**src/rtl/demultiplexer_pkg.sv**
```systemverilog
// Shared constants for the four-channel demultiplexer and its holding slots.
package demultiplexer_pkg;

  localparam int NUM_CHANNELS     = 4;
  localparam int SEL_WIDTH        = 2;
  localparam int DROP_COUNT_WIDTH = 8;

  localparam logic [DROP_COUNT_WIDTH-1:0] DROP_COUNT_MAX = '1;

endpackage

```
**src/rtl/demux_slot.sv**
```systemverilog
// One-entry holding slot: a data register plus valid flag.
// A load always wins over a take, so a same-cycle drain and fill reloads without a bubble.
module demux_slot #(
  parameter int WIDTH = 8
) (
  input  logic             clk,
  input  logic             rst_n,
  input  logic             load,
  input  logic [WIDTH-1:0] load_data,
  input  logic             take,
  output logic [WIDTH-1:0] data,
  output logic             valid
);

  always_ff @(posedge clk or negedge rst_n) begin
    if (!rst_n) begin
      data  <= '0;
      valid <= 1'b0;
    end else if (load) begin
      data  <= load_data;
      valid <= 1'b1;
    end else if (take) begin
      valid <= 1'b0;
    end
  end

endmodule

```
**src/rtl/demultiplexer.sv**
```systemverilog
// Routes one input word per cycle to one of four independent one-entry output slots,
// counting words refused because the addressed slot is full and not draining.
module demultiplexer
  import demultiplexer_pkg::*;
#(
  parameter int WIDTH = 8
) (
  input  logic                        clk,
  input  logic                        rst_n,
  input  logic [WIDTH-1:0]            in_data,
  input  logic                        in_valid,
  input  logic [SEL_WIDTH-1:0]        in_select,
  output logic                        in_ready,
  output logic [WIDTH-1:0]            out_data0,
  output logic [WIDTH-1:0]            out_data1,
  output logic [WIDTH-1:0]            out_data2,
  output logic [WIDTH-1:0]            out_data3,
  output logic [NUM_CHANNELS-1:0]     out_valid,
  input  logic [NUM_CHANNELS-1:0]     out_ready,
  output logic [DROP_COUNT_WIDTH-1:0] drop_count
);

  logic [NUM_CHANNELS-1:0] load;
  logic [NUM_CHANNELS-1:0] take;
  logic [WIDTH-1:0]        slot_data [NUM_CHANNELS];

  // Reset clears every valid bit, so in_ready naturally reads 1 while rst_n is low.
  assign in_ready = !out_valid[in_select] | out_ready[in_select];
  assign take     = out_valid & out_ready;

  always_comb begin
    load = '0;
    if (in_valid && in_ready) begin
      load[in_select] = 1'b1;
    end
  end

  for (genvar i = 0; i < NUM_CHANNELS; i++) begin : g_slot
    demux_slot #(
      .WIDTH(WIDTH)
    ) u_slot (
      .clk       (clk),
      .rst_n     (rst_n),
      .load      (load[i]),
      .load_data (in_data),
      .take      (take[i]),
      .data      (slot_data[i]),
      .valid     (out_valid[i])
    );
  end

  assign out_data0 = slot_data[0];
  assign out_data1 = slot_data[1];
  assign out_data2 = slot_data[2];
  assign out_data3 = slot_data[3];

  // Saturating count of refused input cycles.
  always_ff @(posedge clk or negedge rst_n) begin
    if (!rst_n) begin
      drop_count <= '0;
    end else if (in_valid && !in_ready && drop_count != DROP_COUNT_MAX) begin
      drop_count <= drop_count + 1'b1;
    end
  end

endmodule

```
**config.mk**
```make
export PLATFORM = sky130hd
export DESIGN_NAME = demultiplexer
export DESIGN_NICKNAME = d
export VERILOG_FILES = /design/src/rtl/demultiplexer_pkg.sv /design/src/rtl/demux_slot.sv /design/src/rtl/demultiplexer.sv
export SDC_FILE = /design/constraint.sdc
export NUM_CORES = 1
export LEC_CHECK = 0
export ABC_AREA = 1
export CAP_MARGIN = 20
export CORE_AREA = 2 2 72 74
export CTS_CLUSTER_SIZE = 16
export DETAILED_ROUTE_END_ITERATION = 12
export DIE_AREA = 0 0 74 76
export PLACE_DENSITY = 0.74
export SLEW_MARGIN = 20
export SYNTH_ARGS = -nofsm -noshare
export SYNTH_HDL_FRONTEND = slang
export SYNTH_SLANG_ARGS = --single-unit
```
**constraint.sdc**
```tcl
create_clock -name clk -period 2.6 [get_ports clk]
set_clock_uncertainty 0.2 [all_clocks]
set_input_delay 0.78 -clock clk [delete_from_list [all_inputs] [get_ports clk]]
set_output_delay 0.78 -clock clk [all_outputs]
set_load 0.02 [all_outputs]
```
### Ports around the boundary

Pins as bars across the die edge, other pins in gray.
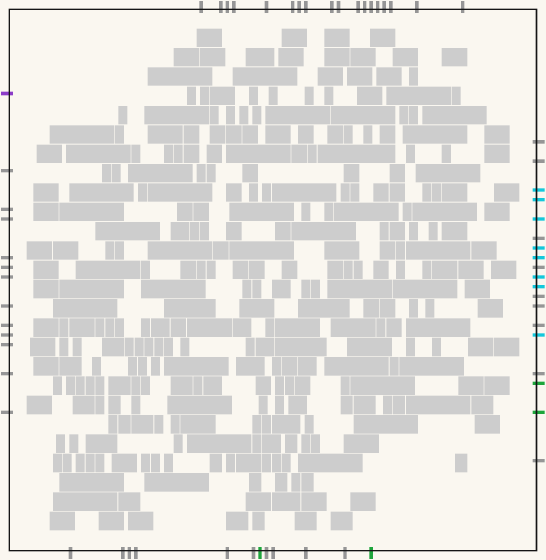
Green shows out_valid, pins 4, direction output, edge 2 east, 2 south. Cyan shows out_data1, pins 8, direction output, edge east. Purple shows clk, pins 1, direction input, edge west.

### Cell area per tile

The die is cut into 7 by 8 equal tiles; white is low, dark blue is high, 0 to 100% covered.
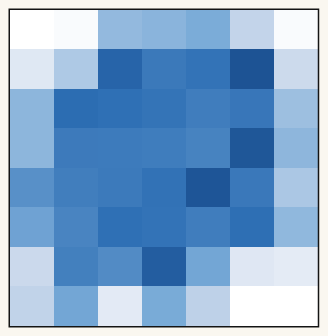
The fullest tile reaches 86%. 5.4% of the tiles are nearly empty. The densest ninth of the die: center. The emptiest ninth of the die: south-east. The mean over all tiles is 51%.

### Placed standard cells

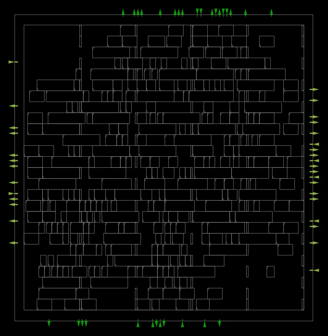
FILL cells: 427
register share of the cell area: 37.53%

==> metrics.csv <==
stage;metric;value;unit
die;DIE HEIGHT;76;um
timing;post-layout min period;2.500;ns
yosys;YS warnings;0;
timing;setup TNS;0;ns
critical_path;critical path's top delay family;buffers and inverters;
clock_network;H-tree levels;2;
timing;Rel. slew slack;58.75;%
timing;fin crit share;96.16;%
timing;Slew Viols, Final;0;
timing;Least-Margin Pin Slew;0.6187;ns
worst_hold_path;min-delay src;g_slot[1].u_slot.data[4];
finish;Final Non-Filler Cells;378;
critical_path;worst reg2reg startpoint;g_slot[0].u_slot.valid;
run_status;outcome;finished, final reports clean;
critical_path;end of the worst register-to-register path;drop_count[3];
critical_path;worst-path maximum fanout;2;
yosys;number of enable flip-flop cells;0;
clock_network;root buf cell;clkbuf_8;
yosys;Post-synth top cells;nand2_1, dfrtp_1, nand4_1;
critical_path;CP startpoint;out_ready[3];
yosys;syn nets;258;
place;GP Congestion;0.7698;
clock_network;clk buf depth;2;
critical_path;worst path cell trace;dlygate4sd2_1, nand3_1, nand2_1, nor2_2, nand2_4, buf_6;
timing;fmax;400.0;MHz
timing;setup violators final;0;
flow_run;Tool Warnings;26;
power_and_ir_drop;PnR Total Power;2.152;mW
routing;DR iter-0 viols;146;
critical_path;Reg2Reg Depth;11;
-- routing by layer --
layer / vias to the layer above / part of all wire (%) / track usage (%) / wire [um]
met2: 68 / 48 / 28.57 / 2398
met4: 0 / 0.62 / 7.636 / 31
met1: 881 / 45 / 27.00 / 2251
met3: 4 / 6.7 / 5.026 / 336
met5: - / 0 / 0 / 0
li1: 921 / - / - / -
-- timing repair --
action | CTS | global route
gates resized | 18 | 2
endpoints found under the setup margin | 9 | 1
pin swaps | 5 | 4
cloned | 0 | 0
endpoints found under the hold margin | 0 | 0
setup buffers | 1 | 1
-- area by class of cell --
class                           count  area (um^2)
Fill cell                         427         1978
Inverter                           11        41.29
Timing Repair Buffer               74        721.9
Sequential cell                    44         1101
Tap cell                           70        87.58
Multi-Input combinational cell    171        865.8
Clock inverter                      3        47.55
Clock buffer                        5        68.82
Power and IR drop assume default switching activity.
